--- src/rtl/clock_pkg.sv ---
// Shared constants for the digital clock chain (minute/hour counters, alarm, display).
package clock_pkg;

    localparam logic [6:0] MIN_MAX     = 7'd59;
    localparam logic [4:0] HOUR_MAX    = 5'd23;
    localparam logic [4:0] NOON        = 5'd12;
    localparam logic [7:0] BCD_INVALID = 8'hFF;

endpackage

--- src/rtl/bin2bcd.sv ---
// Combinational two-digit binary-to-BCD converter; input range 0-99.
module bin2bcd (
    input  logic [6:0] bin,
    output logic [7:0] bcd
);

    logic [3:0] tens;
    logic [3:0] tens_x10;
    logic [3:0] units;

    always_comb begin
        tens = 4'd0;
        for (int i = 1; i < 10; i++) begin
            if (bin >= 7'(i * 10)) tens = 4'(i);
        end
    end

    // The remainder is below 10, so modulo-16 arithmetic on the low nibbles is exact.
    assign tens_x10 = tens * 4'd10;
    assign units    = bin[3:0] - tens_x10;
    assign bcd      = {tens, units};

endmodule

--- src/rtl/hour_counter.sv ---
// Hour register of the digital clock: advances on the minute wrap, supports preset,
// and produces 12/24-hour display values with BCD digits and a day-rollover pulse.
module hour_counter
    import clock_pkg::*;
(
    input  logic       seconds,
    input  logic       reset,
    input  logic       set,
    input  logic [4:0] set_hours,
    input  logic       mode_12h,
    input  logic [6:0] minutes,
    output logic [4:0] hours,
    output logic [4:0] disp_hours,
    output logic       pm,
    output logic [7:0] hours_bcd,
    output logic [7:0] minutes_bcd,
    output logic       day_tick
);

    logic [6:0] prev_min;
    logic       set_d;
    logic       wrap;
    logic [7:0] minutes_bcd_raw;

    // set_d masks the false 59->0 jump caused by presetting the minute counter.
    assign wrap = (prev_min == MIN_MAX) && (minutes == 7'd0) && !set && !set_d;

    always_ff @(negedge seconds or posedge reset) begin
        if (reset) begin
            hours    <= 5'd0;
            prev_min <= 7'd0;
            set_d    <= 1'b0;
            day_tick <= 1'b0;
        end else begin
            prev_min <= minutes;
            set_d    <= set;
            day_tick <= 1'b0;
            if (set) begin
                if (set_hours <= HOUR_MAX) hours <= set_hours;
            end else if (wrap) begin
                if (hours == HOUR_MAX) begin
                    hours    <= 5'd0;
                    day_tick <= 1'b1;
                end else begin
                    hours <= hours + 5'd1;
                end
            end
        end
    end

    always_comb begin
        disp_hours = hours;
        if (mode_12h) begin
            if (hours == 5'd0)     disp_hours = NOON;
            else if (hours > NOON) disp_hours = hours - NOON;
        end
    end

    assign pm = (hours >= NOON);

    bin2bcd u_hours_bcd (
        .bin ({2'b00, disp_hours}),
        .bcd (hours_bcd)
    );

    bin2bcd u_minutes_bcd (
        .bin (minutes),
        .bcd (minutes_bcd_raw)
    );

    assign minutes_bcd = (minutes > MIN_MAX) ? BCD_INVALID : minutes_bcd_raw;

endmodule
--- config.mk ---
export PLATFORM = sky130hd
export DESIGN_NAME = hour_counter
export DESIGN_NICKNAME = d
export VERILOG_FILES = /design/src/rtl/clock_pkg.sv /design/src/rtl/bin2bcd.sv /design/src/rtl/hour_counter.sv
export SDC_FILE = /design/constraint.sdc
export NUM_CORES = 1
export LEC_CHECK = 0
export ABC_AREA = 1
export CELL_PAD_IN_SITES_DETAIL_PLACEMENT = 0
export CELL_PAD_IN_SITES_GLOBAL_PLACEMENT = 1
export CORE_ASPECT_RATIO = 1.2
export CORE_UTILIZATION = 30
export CTS_BUF_LIST = sky130_fd_sc_hd__clkbuf_2
export DETAILED_ROUTE_END_ITERATION = 7
export PLACE_DENSITY = 0.86
export REMOVE_ABC_BUFFERS = 1
export SLEW_MARGIN = 0
export SYNTH_ARGS = -nofsm -noshare
export SYNTH_HDL_FRONTEND = slang
export SYNTH_SLANG_ARGS = --single-unit
export TNS_END_PERCENT = 1
--- constraint.sdc ---
create_clock -name seconds -period 6.2 [get_ports seconds]
set_input_delay 0.93 -clock seconds [delete_from_list [all_inputs] [get_ports seconds]]
set_output_delay 0.93 -clock seconds [all_outputs]
set_load 0.05 [all_outputs]
Cell area per tile:
The bar under the picture is 20 µm long. 6 x 7 tiles, from black (low) to pale yellow (high), 0 to 100% covered.
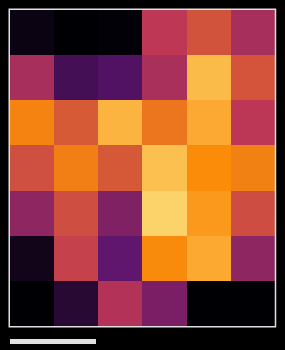
The mean over all tiles is 47%. 17% of the tiles are over 75% full. The fullest tile reaches 90%. 12% of the tiles are nearly empty.
final core utilization: 55.0%
Core Density at Floorplan: 31.7%
core region area: 4000 µm²

Placed cells, one colour a class:
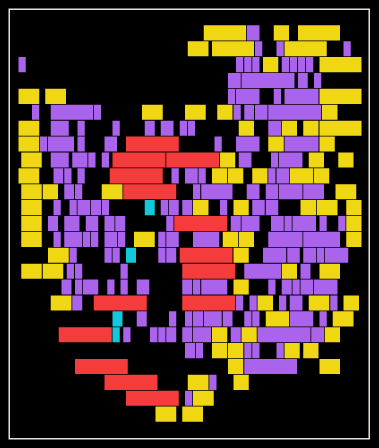
Cyan shows clock drivers and dummy loads, cells 4, share of their area 0.88%. Purple shows all other logic, cells 162, share of their area 48%. Yellow shows other buffers and delay cells, cells 77, share of their area 35%. Red shows flops, cells 14, share of their area 16%.
final non-filler cell area: 2200 µm²
Seq/total area: 15.9%
count of standard-cell rows: 25

I/O nets highlighted:
The bar under the picture is 20 µm long.
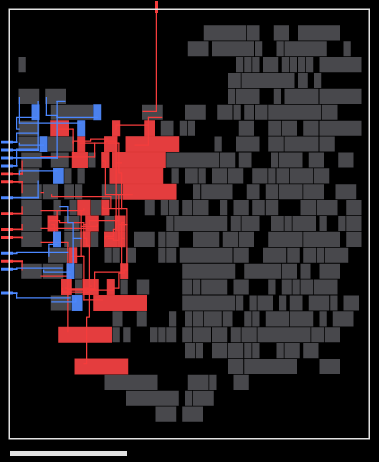
Red shows minutes, bits 7, direction input, end cells 27, wire 323 µm. Blue shows minutes_bcd, bits 8, direction output, end cells 8, wire 153 µm.
number of buffers added on ports: 41
boundary pin count: 44

Routing congestion map:
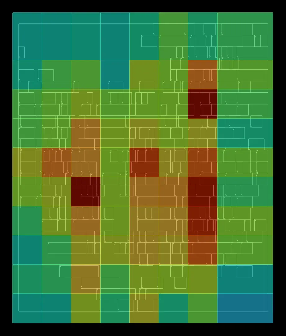
Global Route Usage Sum: 17.3%
average detailed-routed wire length per instance: 11.3 µm

Floorplan with the power grid:
The bar under the picture is 20 µm long. Pins as bars on the die edge.
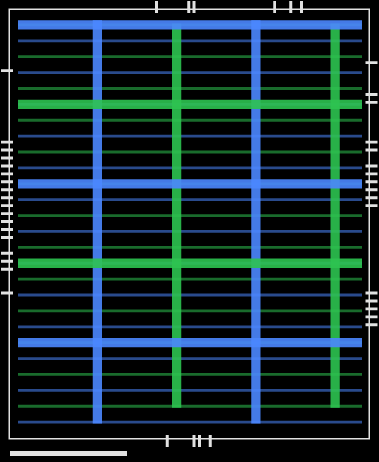
Blue shows VSS. Green shows VDD.
44 signal pins sit on the boundary. 26 met1 rails follow the rows. 4 straps on met4.
Die Y: 73.3 µm
Max IR drop VDD: 133 µV

==> reports/qor.yml <==
status: "complete, but fails checks"
violations: "negative setup slack"
timing.reg2reg.setup_slack_ns: 4.53
synthMostInstantiatedCell: "nand2_1"
post-synth-top-area-cell: "dfrtn_1"
hold_violations: 0
die_w_um: 61.4
yosys-dominant-comb-family: "simple AND/OR/NAND/NOR gates"
slew_headroom_pct: 58.1
finish.net_count: 283
logic_inverters: 31
clock_tree.root_cell: "clkbuf_2"
dpl.cell_count: 294
setup_viol: 3
r2r-start: "hours[2]$_DFFE_NP0P_"
final_common_cell: "nand2_1"
htree_levels: 1
power.switching_w: 0.000367
cellLeakagePower_nw: 1.09
cts_hold_buffers: 0
critical_path.endpoint: "hours_bcd[3]"
hpwlAfterDp_um: 2610
synth.ff_latch_count: 14
overall_power_w: 0.000746
crit_path_frequent_cell: "nand2_1"
largest_register_ff_count: 7
setup_ws_ns: -0.416
cp_cell_sequence: "buf_4, ha_4, nand3_4, nand3_4, nand2_1, nand2_2, nor2_4, buf_4, a21oi_4, xor2_2, ha_4, inv_2, nand2_1, nand2_1, nand2_1, inv_1, nand2_1, nand2_2, buf_12"
synth-edff-count: 0
power_frac_clock_pct: 5.5
Power figures rest on the tool's default switching activity, not on a simulated workload.
